===== src/rtl/fixed_mul_pkg.sv =====
// Shared constants and types for the fixed-point multiplier arbiter.
// Operands pack A in the low half and B in the high half.
package fixed_mul_pkg;

    localparam int OPER_W = 64;
    localparam int RES_W  = 32;
    localparam int HALF_W = 32;
    localparam int A_LSB  = 0;
    localparam int B_LSB  = HALF_W;

    typedef logic [OPER_W-1:0] oper_t;
    typedef logic [RES_W-1:0]  res_t;

    function automatic int tag_w(input int n);
        return (n <= 2) ? 1 : $clog2(n);
    endfunction

endpackage


===== src/rtl/fixed_mul_arbiter_if.sv =====
// Requester-side and multiplier-side handshake bundle for the arbiter.
// master = arbiter view, slave = environment view.
interface fixed_mul_arbiter_if #(
    parameter int NUM_REQ = 4
);
    import fixed_mul_pkg::*;

    logic [NUM_REQ-1:0]        reqOperandsReady;
    logic [OPER_W*NUM_REQ-1:0] reqOperandsData;
    logic [NUM_REQ-1:0]        reqOperandsStop;
    logic [NUM_REQ-1:0]        reqResultReady;
    logic [RES_W*NUM_REQ-1:0]  reqResultData;
    logic [NUM_REQ-1:0]        reqResultStop;
    logic                      mulOperandsReady;
    oper_t                     mulOperandsData;
    logic                      mulOperandsStop;
    logic                      mulResultReady;
    res_t                      mulResultData;
    logic                      mulResultStop;

    modport master (
        input  reqOperandsReady, reqOperandsData, reqResultStop,
        input  mulOperandsStop, mulResultReady, mulResultData,
        output reqOperandsStop, reqResultReady, reqResultData,
        output mulOperandsReady, mulOperandsData, mulResultStop
    );

    modport slave (
        output reqOperandsReady, reqOperandsData, reqResultStop,
        output mulOperandsStop, mulResultReady, mulResultData,
        input  reqOperandsStop, reqResultReady, reqResultData,
        input  mulOperandsReady, mulOperandsData, mulResultStop
    );

endinterface


===== src/rtl/fixed_mul_tag_fifo.sv =====
// In-order tag FIFO remembering which requester owns each issued operation.
// Storage is not reset; pointers and count are.
module fixed_mul_tag_fifo #(
    parameter int DEPTH = 4,
    parameter int W     = 2,
    localparam int AW   = $clog2(DEPTH),
    localparam int CW   = AW + 1
) (
    input  logic          clk,
    input  logic          arst_n,
    input  logic          push_i,
    input  logic          pop_i,
    input  logic [W-1:0]  din_i,
    output logic [W-1:0]  dout_o,
    output logic          full_o,
    output logic          empty_o,
    output logic [CW-1:0] count_o
);

    logic [W-1:0]  mem_q [DEPTH];
    logic [AW-1:0] wr_q, wr_d;
    logic [AW-1:0] rd_q, rd_d;
    logic [CW-1:0] cnt_q, cnt_d;
    logic          do_push, do_pop;

    assign full_o  = (cnt_q == CW'(DEPTH));
    assign empty_o = (cnt_q == '0);
    assign count_o = cnt_q;
    assign dout_o  = mem_q[rd_q];

    assign do_push = push_i & ~full_o;
    assign do_pop  = pop_i & ~empty_o;

    always_comb begin
        wr_d  = wr_q + AW'(do_push);
        rd_d  = rd_q + AW'(do_pop);
        cnt_d = cnt_q + CW'(do_push) - CW'(do_pop);
    end

    always_ff @(posedge clk or negedge arst_n) begin
        if (!arst_n) begin
            wr_q  <= '0;
            rd_q  <= '0;
            cnt_q <= '0;
        end else begin
            wr_q  <= wr_d;
            rd_q  <= rd_d;
            cnt_q <= cnt_d;
        end
    end

    always_ff @(posedge clk) begin
        if (do_push) mem_q[wr_q] <= din_i;
    end

endmodule


===== src/rtl/fixed_mul_arbiter.sv =====
// Round-robin sharing of one 26d6 multiplier between NUM_REQ clients,
// with a registered issue stage and in-order result routing by tag.
module fixed_mul_arbiter
    import fixed_mul_pkg::*;
#(
    parameter int NUM_REQ   = 4,
    parameter int TAG_DEPTH = 4,
    parameter int TAG_W     = 2
) (
    input  logic                clk,
    input  logic                arst_n,
    fixed_mul_arbiter_if.master bus,
    output logic [TAG_W:0]      inFlight,
    output logic                protoError
);

    localparam int CW    = $clog2(TAG_DEPTH) + 1;
    localparam int SUM_W = TAG_W + 1;
    localparam int IW    = TAG_W + 1;

    if (TAG_W != tag_w(NUM_REQ)) begin : g_bad_tag_w
        $error("TAG_W must be ceil(log2(NUM_REQ))");
    end

    logic             issue_vld_q, issue_vld_d;
    oper_t            issue_data_q, issue_data_d;
    logic [TAG_W-1:0] issue_tag_q, issue_tag_d;
    logic [TAG_W-1:0] rr_q, rr_d;
    logic             perr_q, perr_d;
    logic [TAG_W-1:0] gnt_idx, head_tag;
    logic             gnt_vld, can_load, load;
    logic             issue_xfer, res_xfer;
    logic             fifo_empty, fifo_full;
    logic [CW-1:0]    fifo_cnt;
    logic [SUM_W-1:0] sum;

    assign issue_xfer = issue_vld_q & ~bus.mulOperandsStop;

    // The issue slot counts as in flight so the FIFO can never overflow.
    assign can_load = (~issue_vld_q | issue_xfer) & ~fifo_full &
                      ((fifo_cnt + CW'(issue_vld_q)) < CW'(TAG_DEPTH));

    always_comb begin
        gnt_vld = 1'b0;
        gnt_idx = '0;
        sum     = '0;
        for (int k = 0; k < NUM_REQ; k++) begin
            sum = {1'b0, rr_q} + SUM_W'(k);
            if (sum >= SUM_W'(NUM_REQ)) sum = sum - SUM_W'(NUM_REQ);
            if (!gnt_vld && bus.reqOperandsReady[sum[TAG_W-1:0]]) begin
                gnt_vld = 1'b1;
                gnt_idx = sum[TAG_W-1:0];
            end
        end
    end

    assign load = can_load & gnt_vld & arst_n;

    always_comb begin
        bus.reqOperandsStop = '1;
        if (load) bus.reqOperandsStop[gnt_idx] = 1'b0;
    end

    always_comb begin
        issue_vld_d  = issue_vld_q;
        issue_data_d = issue_data_q;
        issue_tag_d  = issue_tag_q;
        rr_d         = rr_q;
        if (load) begin
            issue_vld_d  = 1'b1;
            issue_data_d = bus.reqOperandsData[gnt_idx*OPER_W +: OPER_W];
            issue_tag_d  = gnt_idx;
            rr_d = (gnt_idx == TAG_W'(NUM_REQ - 1)) ? '0 : gnt_idx + 1'b1;
        end else if (issue_xfer) begin
            issue_vld_d = 1'b0;
        end
    end

    assign bus.mulOperandsReady = issue_vld_q;
    assign bus.mulOperandsData  = issue_data_q;

    // A result with no owner is still accepted so the multiplier drains.
    always_comb begin
        bus.reqResultReady = '0;
        if (!fifo_empty) bus.reqResultReady[head_tag] = bus.mulResultReady;
    end

    assign bus.mulResultStop = ~fifo_empty & bus.reqResultStop[head_tag];
    assign bus.reqResultData = {NUM_REQ{bus.mulResultData}};
    assign res_xfer = bus.mulResultReady & ~bus.mulResultStop & ~fifo_empty;
    assign perr_d   = perr_q | (bus.mulResultReady & fifo_empty);

    always_ff @(posedge clk or negedge arst_n) begin
        if (!arst_n) begin
            issue_vld_q <= 1'b0;
            rr_q        <= '0;
            perr_q      <= 1'b0;
        end else begin
            issue_vld_q <= issue_vld_d;
            rr_q        <= rr_d;
            perr_q      <= perr_d;
        end
    end

    always_ff @(posedge clk) begin
        issue_data_q <= issue_data_d;
        issue_tag_q  <= issue_tag_d;
    end

    fixed_mul_tag_fifo #(
        .DEPTH (TAG_DEPTH),
        .W     (TAG_W)
    ) u_tag_fifo (
        .clk     (clk),
        .arst_n  (arst_n),
        .push_i  (issue_xfer),
        .pop_i   (res_xfer),
        .din_i   (issue_tag_q),
        .dout_o  (head_tag),
        .full_o  (fifo_full),
        .empty_o (fifo_empty),
        .count_o (fifo_cnt)
    );

    assign inFlight   = IW'(fifo_cnt);
    assign protoError = perr_q;

endmodule


===== src/flat_wrapper.sv =====
// flat-port wrapper written by rule: the top's interface ports become plain ports
module fixed_mul_arbiter_flat import fixed_mul_pkg::*;
#(
    parameter int NUM_REQ   = 4,
    parameter int TAG_DEPTH = 4,
    parameter int TAG_W     = 2
)
  (clk, arst_n, inFlight, protoError, bus_reqOperandsReady, bus_reqOperandsData, bus_reqResultStop, bus_mulOperandsStop, bus_mulResultReady, bus_mulResultData, bus_reqOperandsStop, bus_reqResultReady, bus_reqResultData, bus_mulOperandsReady, bus_mulOperandsData, bus_mulResultStop);
  fixed_mul_arbiter_if #(.NUM_REQ(NUM_REQ)) bus_i ();
  input  logic clk;
  input  logic arst_n;
  output logic [TAG_W:0] inFlight;
  output logic protoError;
  input wire logic [$bits(bus_i.reqOperandsReady)-1:0] bus_reqOperandsReady;
  input wire logic [$bits(bus_i.reqOperandsData)-1:0] bus_reqOperandsData;
  input wire logic [$bits(bus_i.reqResultStop)-1:0] bus_reqResultStop;
  input wire logic [$bits(bus_i.mulOperandsStop)-1:0] bus_mulOperandsStop;
  input wire logic [$bits(bus_i.mulResultReady)-1:0] bus_mulResultReady;
  input wire logic [$bits(bus_i.mulResultData)-1:0] bus_mulResultData;
  output wire logic [$bits(bus_i.reqOperandsStop)-1:0] bus_reqOperandsStop;
  output wire logic [$bits(bus_i.reqResultReady)-1:0] bus_reqResultReady;
  output wire logic [$bits(bus_i.reqResultData)-1:0] bus_reqResultData;
  output wire logic [$bits(bus_i.mulOperandsReady)-1:0] bus_mulOperandsReady;
  output wire logic [$bits(bus_i.mulOperandsData)-1:0] bus_mulOperandsData;
  output wire logic [$bits(bus_i.mulResultStop)-1:0] bus_mulResultStop;
  assign bus_i.reqOperandsReady = bus_reqOperandsReady;
  assign bus_i.reqOperandsData = bus_reqOperandsData;
  assign bus_i.reqResultStop = bus_reqResultStop;
  assign bus_i.mulOperandsStop = bus_mulOperandsStop;
  assign bus_i.mulResultReady = bus_mulResultReady;
  assign bus_i.mulResultData = bus_mulResultData;
  assign bus_reqOperandsStop = bus_i.reqOperandsStop;
  assign bus_reqResultReady = bus_i.reqResultReady;
  assign bus_reqResultData = bus_i.reqResultData;
  assign bus_mulOperandsReady = bus_i.mulOperandsReady;
  assign bus_mulOperandsData = bus_i.mulOperandsData;
  assign bus_mulResultStop = bus_i.mulResultStop;
  fixed_mul_arbiter #(.NUM_REQ(NUM_REQ), .TAG_DEPTH(TAG_DEPTH), .TAG_W(TAG_W)) u_core (.clk(clk), .arst_n(arst_n), .bus(bus_i), .inFlight(inFlight), .protoError(protoError));
endmodule

===== config.mk =====
export PLATFORM = sky130hd
export DESIGN_NAME = fixed_mul_arbiter_flat
export DESIGN_NICKNAME = d
export VERILOG_FILES = /design/src/rtl/fixed_mul_pkg.sv /design/src/rtl/fixed_mul_arbiter_if.sv /design/src/rtl/fixed_mul_tag_fifo.sv /design/src/rtl/fixed_mul_arbiter.sv /design/src/flat_wrapper.sv
export SDC_FILE = /design/constraint.sdc
export NUM_CORES = 1
export LEC_CHECK = 0
export ABC_AREA = 1
export ABC_CLOCK_PERIOD_IN_PS = 3900
export CAP_MARGIN = 10
export CORE_AREA = 2 2 197 199
export CTS_BUF_LIST = sky130_fd_sc_hd__clkbuf_8
export DETAILED_ROUTE_END_ITERATION = 10
export DIE_AREA = 0 0 199 201
export SYNTH_ARGS = -nofsm -noshare
export SYNTH_HDL_FRONTEND = slang
export SYNTH_HIERARCHICAL = 1
export SYNTH_SLANG_ARGS = --single-unit

===== constraint.sdc =====
create_clock -name clk -period 3.9 [get_ports clk]
set_input_delay 0.975 -clock clk [delete_from_list [all_inputs] [get_ports clk]]
set_output_delay 0.975 -clock clk [all_outputs]
set_load 0.03 [all_outputs]

run_1/cell_density.png
Drawn at 2 px/um. The die is cut into 20 by 20 equal tiles; dark blue is low, red is high, 0 to 100% covered.
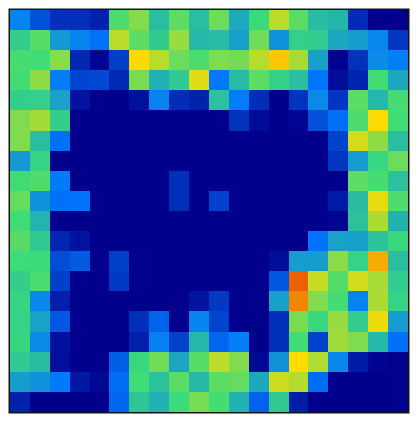
- mean over tiles: 24%
- nearly empty tiles: 37%
- emptiest ninth of the die: middle
- tiles over 75% full: 1.5%
total core area: 0.0381 mm2
FP Util: 0.189

run_1/layer_met4.png
Drawn at 2 px/um. Supply wires on this layer in grey.
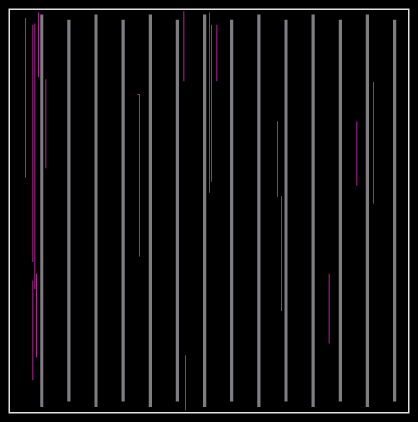
- longest straight run: 133 um
- main direction: vertical
- wire length on this layer: 1060 um
- nets with wire on the layer: 16
- share of all routed wire: 3.9%
WL final: 26900 um
detailed-route via count: 7207

run_1/io_fan.png
Drawn at 1.5 px/um.
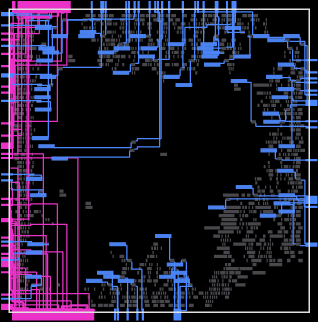
- blue: bus_mulOperandsData (direction output; end cells 64; buffers 64; wire 2590 um)
- magenta: bus_reqResultData (direction output; end cells 0; buffers 0; wire 3350 um)

run_1/congestion.png
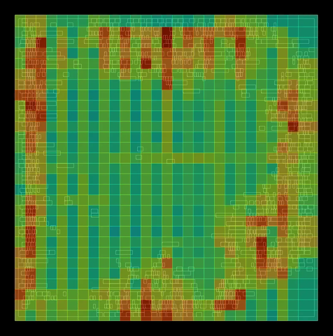
grt met1 use: 0.131
average wire length per cell after detail routing: 15.2 um

run 1: registers in the layout, summed over array words and instances, names as in the netlist:
name                         flops
u_core/bus.mulOperandsReady      1
u_core/issue_tag_q               2
u_core/u_tag_fifo/rd_q           2
u_core/u_tag_fifo/count_o        3
u_core/protoError                1
u_core/u_tag_fifo/mem_q          8
u_core/rr_q                      2
u_core/bus.mulOperandsData      64
u_core/u_tag_fifo/wr_q           2
run 1: where the power goes:
group	total, uW	internal (uW)	switching, uW
clock	695	305	390
combinational	6700	2240	4460
sequential	2020	1810	210
run 1: critical path, delay by kind of cell:
family / cells / cell delay (ps)
and+or+nand+nor: 8 / 850
buffers and inverters: 4 / 770
adders and majority gates: 1 / 190
run 1: worst max path at each step:
| stage | endpoint |
|---|---|
| 2_1_floorplan | bus_reqOperandsStop[0] |
| 3_3_place_gp | bus_reqOperandsStop[3] |
| 3_5_place_dp | bus_reqOperandsStop[3] |
| 4_1_cts | bus_reqOperandsStop[3] |
| 5_1_grt | bus_reqOperandsStop[3] |
| 6_report | bus_reqOperandsStop[3] |
run 1: timing repair:
| item | CTS | global route |
|---|---|---|
| setup buffers | 0 | 0 |
| resized | 0 | 1 |
| setup endpoints to repair | 0 | 1 |
| hold buffers | 0 | 0 |
run 1: area by class of cell:
cell class	count	area, um2	share of cell area
Timing Repair Buffer	357	3570	0.345
Multi-Input combinational cell	642	2850	0.275
Sequential cell	85	2500	0.242
Tap cell	518	648	0.0627
Inverter	152	572	0.0553
Clock buffer	9	124	0.0120
Clock inverter	7	80.1	0.00774
run 1: kinds of logic after synthesis:
family	Yosys count	share of synthesized area
AND/OR/NAND/NOR	623	0.368
buffers and inverters	338	0.263
flip-flops	85	0.346
AND-OR/OR-AND	13	0.0127
adder cells (fa/ha/maj)	4	0.00797
XOR/XNOR	2	0.00243
==> Table 3: Implementation characteristics, run 1 <==
Characteristics after synthesis and place and route

Parameter                              Value

Floorplanning
  Number of ports placed on the die boundary .................. 506

GRT
  Largest net degree at the start of global routing .................. 129
  Aggregate global-route resource usage .................. 0.130
  Initial antenna violation count .................. 0

Logic synthesis
  Count of warnings emitted by yosys .................. 6
  Cell taking the most area after synthesis .................. sky130_fd_sc_hd__edfxtp_1
  Dominant register cell in the synthesized netlist .................. sky130_fd_sc_hd__edfxtp_1
  Cell types occupying the most area after synthesis .................. sky130_fd_sc_hd__edfxtp_1 (31%), sky130_fd_sc_hd__nand2_1 (20%), sky130_fd_sc_hd__buf_4 (15%)
  Post-synthesis instance area .................. 0.00722 mm2
  Top post-synthesis cells by count .................. sky130_fd_sc_hd__nand2_1 (378), sky130_fd_sc_hd__nand3_1 (206), sky130_fd_sc_hd__buf_4 (146), sky130_fd_sc_hd__inv_1 (146), sky130_fd_sc_hd__edfxtp_1 (74)
  Share of the yosys chip area belonging to registers .................. 0.346
  Area of the synthesized netlist per yosys stat .................. 0.00722 mm2
  Number of cells in Yosys stat .................. 1065

Hold path
  Cells on Worst Hold Path .................. 1

Finish
  Core utilization of the finished layout .................. 0.271
  Number of nets in the final layout .................. 1551
  Layout area overhead .................. 43.2%

Route
  Uppermost routed layer .................. met4
  Wire length on met1 .................. 9680 um
  DRC violation count after routing .................. 0
  DR pass1 iterations .................. 4

Job
  Number of warnings in the stage logs .................. 30

CTS
  Number of buffers between clock root and the deepest sink .................. 2
  Clock tree from TritonCTS .................. yes
  TritonCTS buffer count .................. 9

Worst setup path
  Cell with the biggest individual delay on the critical path .................. sky130_fd_sc_hd__clkdlybuf4s50_1
  Category of the most critical setup path .................. in -> out
  Slack of the worst reg-to-reg path .................. 1090 ps

Timing
  Final min period .................. 3750 ps
  RSZ-0062 raised after global routing .................. false
  Slew @ Worst Pin .................. 725 ps
  Max-slew headroom at the worst pin .................. 0.516

Status
  Status .................. complete, no violations

Placement
  Routability Congestion .................. 0.836

Power
  Worst ir drop on vdd .................. 706 uV
==> run 2, diff against run 1 <==
--- a/config.mk
+++ b/config.mk
@@ -12,6 +12,7 @@
 export CTS_BUF_LIST = sky130_fd_sc_hd__clkbuf_8
 export DETAILED_ROUTE_END_ITERATION = 10
 export DIE_AREA = 0 0 199 201
+export GPL_TIMING_DRIVEN = 0
 export SYNTH_ARGS = -nofsm -noshare
 export SYNTH_HDL_FRONTEND = slang
 export SYNTH_HIERARCHICAL = 1
run_2/congestion.png
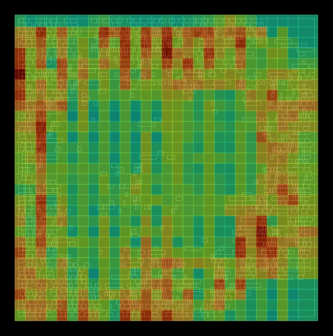
routing layer with the top usage in global route: met2
met2 routing resource usage after global routing: 0.318
core utilization of the finished layout: 0.341
met3 Use GR: 0.0588
average wire length per cell after detail routing: 16.9 um

run_2/layer_met4.png
Drawn at 2 px/um. Supply wires on this layer in grey.
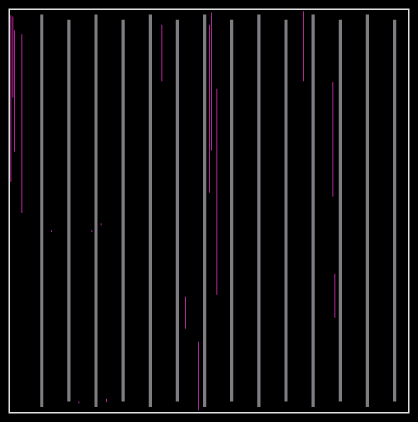
detailed-route via count: 8332
WL final: 35200 um

==> run 2 against run 1 <==
  * Die size unchanged
  * Routed wire length up 31%
  * Sequential share of layout area down 4.9 points
  * Flip-flop count unchanged
  * Critical path type unchanged
  * Largest cell class unchanged
==> Table 3: Implementation characteristics, run 2 <==
Characteristics after synthesis and place and route

Parameter                              Value

Finish
  Non-clock buffer count .................. 667
  Inverters .................. 153
  Layout area overhead .................. 80.1%
  Tally of clock buffers in the finished layout .................. 9
  Combined area of the multi-input logic cells .................. 0.00288 mm2
  Register share of the cell area .................. 0.192
  Final-layout non-clock buffer area share .................. 0.474
  Area of all sequential standard cells .................. 0.00250 mm2
  Share of cell area taken by multi-input logic gates .................. 0.221
  Relative area of clock buffers and inverters in the final design .................. 0.0147
  Number of flip-flops under the largest register name .................. 64
  Flop count .................. 85
  Number of nets in the final layout .................. 1862
  Biggest Area Class .................. buffers

Floorplanning
  Number of ports placed on the die boundary .................. 506
  Well tap count .................. 518
  FP Util .................. 0.189

Route
  DRC violation count after routing .................. 0
  DR pass1 iterations .................. 5

GRT
  Aggregate global-route resource usage .................. 0.170
  Largest net degree at the start of global routing .................. 27
  Initial antenna violation count .................. 8

CTS
  TritonCTS buffer count .................. 9
  Clock tree from TritonCTS .................. yes
  Number of buffers inserted by hold repair at cts .................. 0

Status
  Status .................. complete, no violations

Placement
  Routability Congestion .................. 0.876

Worst setup path
  Worst path bufs/invs .................. 5
  Cell family with the largest share of critical-path delay .................. buffers and inverters
  Category of the most critical setup path .................. in -> out

Logic synthesis
  Share of the yosys chip area belonging to registers .................. 0.346
  Number of cells in Yosys stat .................. 1065
  Cell taking the most area after synthesis .................. sky130_fd_sc_hd__edfxtp_1
  Cell types occupying the most area after synthesis .................. sky130_fd_sc_hd__edfxtp_1 (31%), sky130_fd_sc_hd__nand2_1 (20%), sky130_fd_sc_hd__buf_4 (15%)
  Count of warnings emitted by yosys .................. 6
  Dominant register cell in the synthesized netlist .................. sky130_fd_sc_hd__edfxtp_1
  Top post-synthesis cells by count .................. sky130_fd_sc_hd__nand2_1 (378), sky130_fd_sc_hd__nand3_1 (206), sky130_fd_sc_hd__buf_4 (146), sky130_fd_sc_hd__inv_1 (146), sky130_fd_sc_hd__edfxtp_1 (74)

Timing
  Max-slew headroom at the worst pin .................. 0.580
  Slew @ Worst Pin .................. 630 ps
  RSZ-0062 raised after global routing .................. true
  Final min period .................. 3790 ps

Power
  Worst ir drop on vdd .................. 330 uV
## run 2: cell count changes in the layout (fill, tap and decap cells not counted), sizes merged
cell | previous run | this run
bufbuf | 0 | 1
clkinv | 3 | 5
clkdlybuf4s50 | 341 | 468
clkbuf | 9 | 17
diode | 0 | 5
buf | 16 | 190
inv | 155 | 153
clkinvlp | 0 | 1
## run 2: kinds of logic after synthesis
| kind of cell | share of synthesized area |
|---|---|
| flops | 0.346 |
| compound gates | 0.0127 |
| buf+inv | 0.263 |
| fa+ha+maj | 0.00797 |
| xor+xnor | 0.00243 |
| simple gates | 0.368 |
## run 2: layer usage
layer	wire (um)	global-route usage	up-vias
met2	18200	0.318	318
met3	3050	0.0588	35
met1	13100	0.178	3797
met4	722	0.0485	6
li1	-	-	4176
met5	46	0	-
## run 2: path summary, 6_finish.rpt
check | start | end | slack, ps | cells after the start
worst max-delay path | bus_reqOperandsReady[1] | bus_reqOperandsStop[0] | 110 | 12
worst min-delay path | arst_n | u_core/u_tag_fifo/wr_q[0] | 440 | 1
min in group clk | u_core/protoError | u_core/protoError | 480 | 1
worst min register to register | u_core/protoError | u_core/protoError | 480 | 1
worst max register to register | u_core/u_tag_fifo/rd_q[0] | u_core/u_tag_fifo/count_o[1] | 1180 | 13
max in group asynchronous | arst_n | u_core/u_tag_fifo/rd_q[1] | 3220 | 1
## run 2: repair_timing
action,in CTS,in global routing
gates resized,38,17
setup endpoints to repair,4,4
pin swaps,4,4
setup buffers,5,4
gates cloned,1,1
## run 2: worst reg2reg max path: cells and delay by family, from the launching register on
kind            cells  cell delay [ps]
compound gates      3              640
simple gates        5              600
fa+ha+maj           2              580
buf+inv             3              420
flops               1              360
## run 2: power breakdown
part           internal [uW]  switching (uW)  total, uW
clock                    293             386        679
sequential              1800             178       1980
combinational           2970            5270       8240
==> run 3, diff against run 2 <==
--- a/config.mk
+++ b/config.mk
@@ -5,7 +5,7 @@
 export SDC_FILE = /design/constraint.sdc
 export NUM_CORES = 1
 export LEC_CHECK = 0
-export ABC_AREA = 1
+export ABC_AREA = 0
 export ABC_CLOCK_PERIOD_IN_PS = 3900
 export CAP_MARGIN = 10
 export CORE_AREA = 2 2 197 199
==> run 3 against run 2 <==
  * Register-to-register slack got worse by 420 ps
  * Fmax decreased by 0.17%
  * Flip-flop count unchanged
  * Critical path type unchanged
  * Critical endpoint is now bus_reqOperandsStop[3]
==> Table 3: Implementation characteristics, run 3 <==
Characteristics after synthesis and place and route

Parameter                              Value

Status
  Status .................. complete, no violations

GRT
  Grt met1 use .................. 0.236
  Initial antenna violation count .................. 5
  Met3 Use GR .................. 0.0568

Worst setup path
  Depth of the critical timing path with buffers and inverters included .................. 9
  R2R Path End .................. u_core/u_tag_fifo/count_o[2]
  Cell family with the largest share of critical-path delay .................. simple AND/OR/NAND/NOR gates
  Cell depth of the worst flop-to-flop path .................. 9

Logic synthesis
  Post-synthesis instance area .................. 0.00813 mm2
  Cell taking the most area after synthesis .................. sky130_fd_sc_hd__edfxtp_1
  Top post-synthesis cells by count .................. sky130_fd_sc_hd__buf_4 (130), sky130_fd_sc_hd__nand3_1 (130), sky130_fd_sc_hd__clkbuf_1 (75), sky130_fd_sc_hd__edfxtp_1 (74), sky130_fd_sc_hd__nand2_1 (69)
  Dominant register cell in the synthesized netlist .................. sky130_fd_sc_hd__edfxtp_1
  Number of cells in Yosys stat .................. 908

CTS
  Post-cts resize count .................. 31
  TritonCTS buffer count .................. 9
  Number of buffers added for setup after CTS .................. 0

Placement
  Routability Congestion .................. 0.849

Timing
  Slew @ Worst Pin .................. 956 ps

Route
  WL met2 .................. 20500 um
  WL final .................. 41800 um
  DRC violation count after routing .................. 0

Finish
  Number of flip-flops under the largest register name .................. 64

Power
  Sequential share of power .................. 0.217
  Switching Fraction .................. 0.486

Floorplanning
  Total core area .................. 0.0381 mm2
## run 3: cell types whose count changed in the layout (fill, tap and decap cells not counted), moves of 65 or more
cell                       change
sky130_fd_sc_hd__clkbuf_1     +68
sky130_fd_sc_hd__inv_1       -141
sky130_fd_sc_hd__nand2_1     -307
sky130_fd_sc_hd__nand3_1      -75
sky130_fd_sc_hd__nor3b_1      +65
sky130_fd_sc_hd__nor4_1       +66
## run 3: cell type report
cell class / count / area [um2] / share of cell area
antenna: 5 / 12.5 / 0.000905
buffer: 240 / 1550 / 0.112
clock buffer: 9 / 124 / 0.00896
clock inverter: 7 / 87.6 / 0.00633
inverter: 4 / 15.0 / 0.00109
multi-input combinational: 576 / 4100 / 0.296
sequential: 85 / 2500 / 0.181
tap: 518 / 648 / 0.0469
timing repair buffer: 480 / 4800 / 0.347
## run 3: worst min path at each step
stage	startpoint	end	slack (ps)
finish	u_core/protoError	u_core/protoError	460
global route	arst_n	u_core/u_tag_fifo/count_o[2]	500
CTS	u_core/protoError	u_core/protoError	470
detailed placement	u_core/protoError	u_core/protoError	440
global placement	u_core/protoError	u_core/protoError	450
floorplan	u_core/issue_tag_q[0]	u_core/u_tag_fifo/mem_q[0][0]	460
## run 3: cell families after synthesis
| family | share of synthesized area |
|---|---|
| adder cells (fa/ha/maj) | 0.00708 |
| AND-OR/OR-AND | 0.228 |
| buffers and inverters | 0.191 |
| AND/OR/NAND/NOR | 0.249 |
| multiplexers | 0.0109 |
| XOR/XNOR | 0.00647 |
| flip-flops | 0.307 |
## run 3: power groups by stage
stage                     Sequential, uW  Combinational (uW)  Clock (uW)
after floorplan                     2170                2660           0
after global placement              1690                5030           0
after detailed placement            1670                5150           0
after CTS                           1650                5190         786
after global routing                1680                5560         804
final                               1650                5180         755
run_3/clk_routes.png
Drawn at 2 px/um.
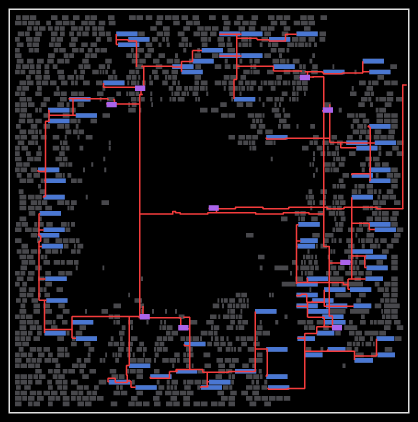
- red: clock wires (length 1760 um)
- blue: flip-flops (count 85)
- purple: clock drivers (count 9)
- routed clock nets: 10
- flops lie: spread over the die
part of the total power dissipated in the clock network: 0.100
final setup skew: 16.3 ps
clock network latency to the later pin of the worst-skew pair: 430 ps

run_3/io_fan.png
Drawn at 1.5 px/um.
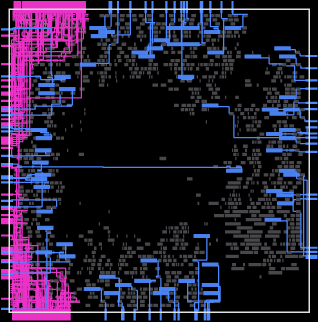
- blue: bus_mulOperandsData (direction output; end cells 64; buffers 64; wire 2120 um)
- magenta: bus_reqResultData (direction output; end cells 0; buffers 256; wire 4860 um)
port buffer count: 473
number of ports placed on the die boundary: 506

No activity file was given, so power comes from the tool's default toggle rates.
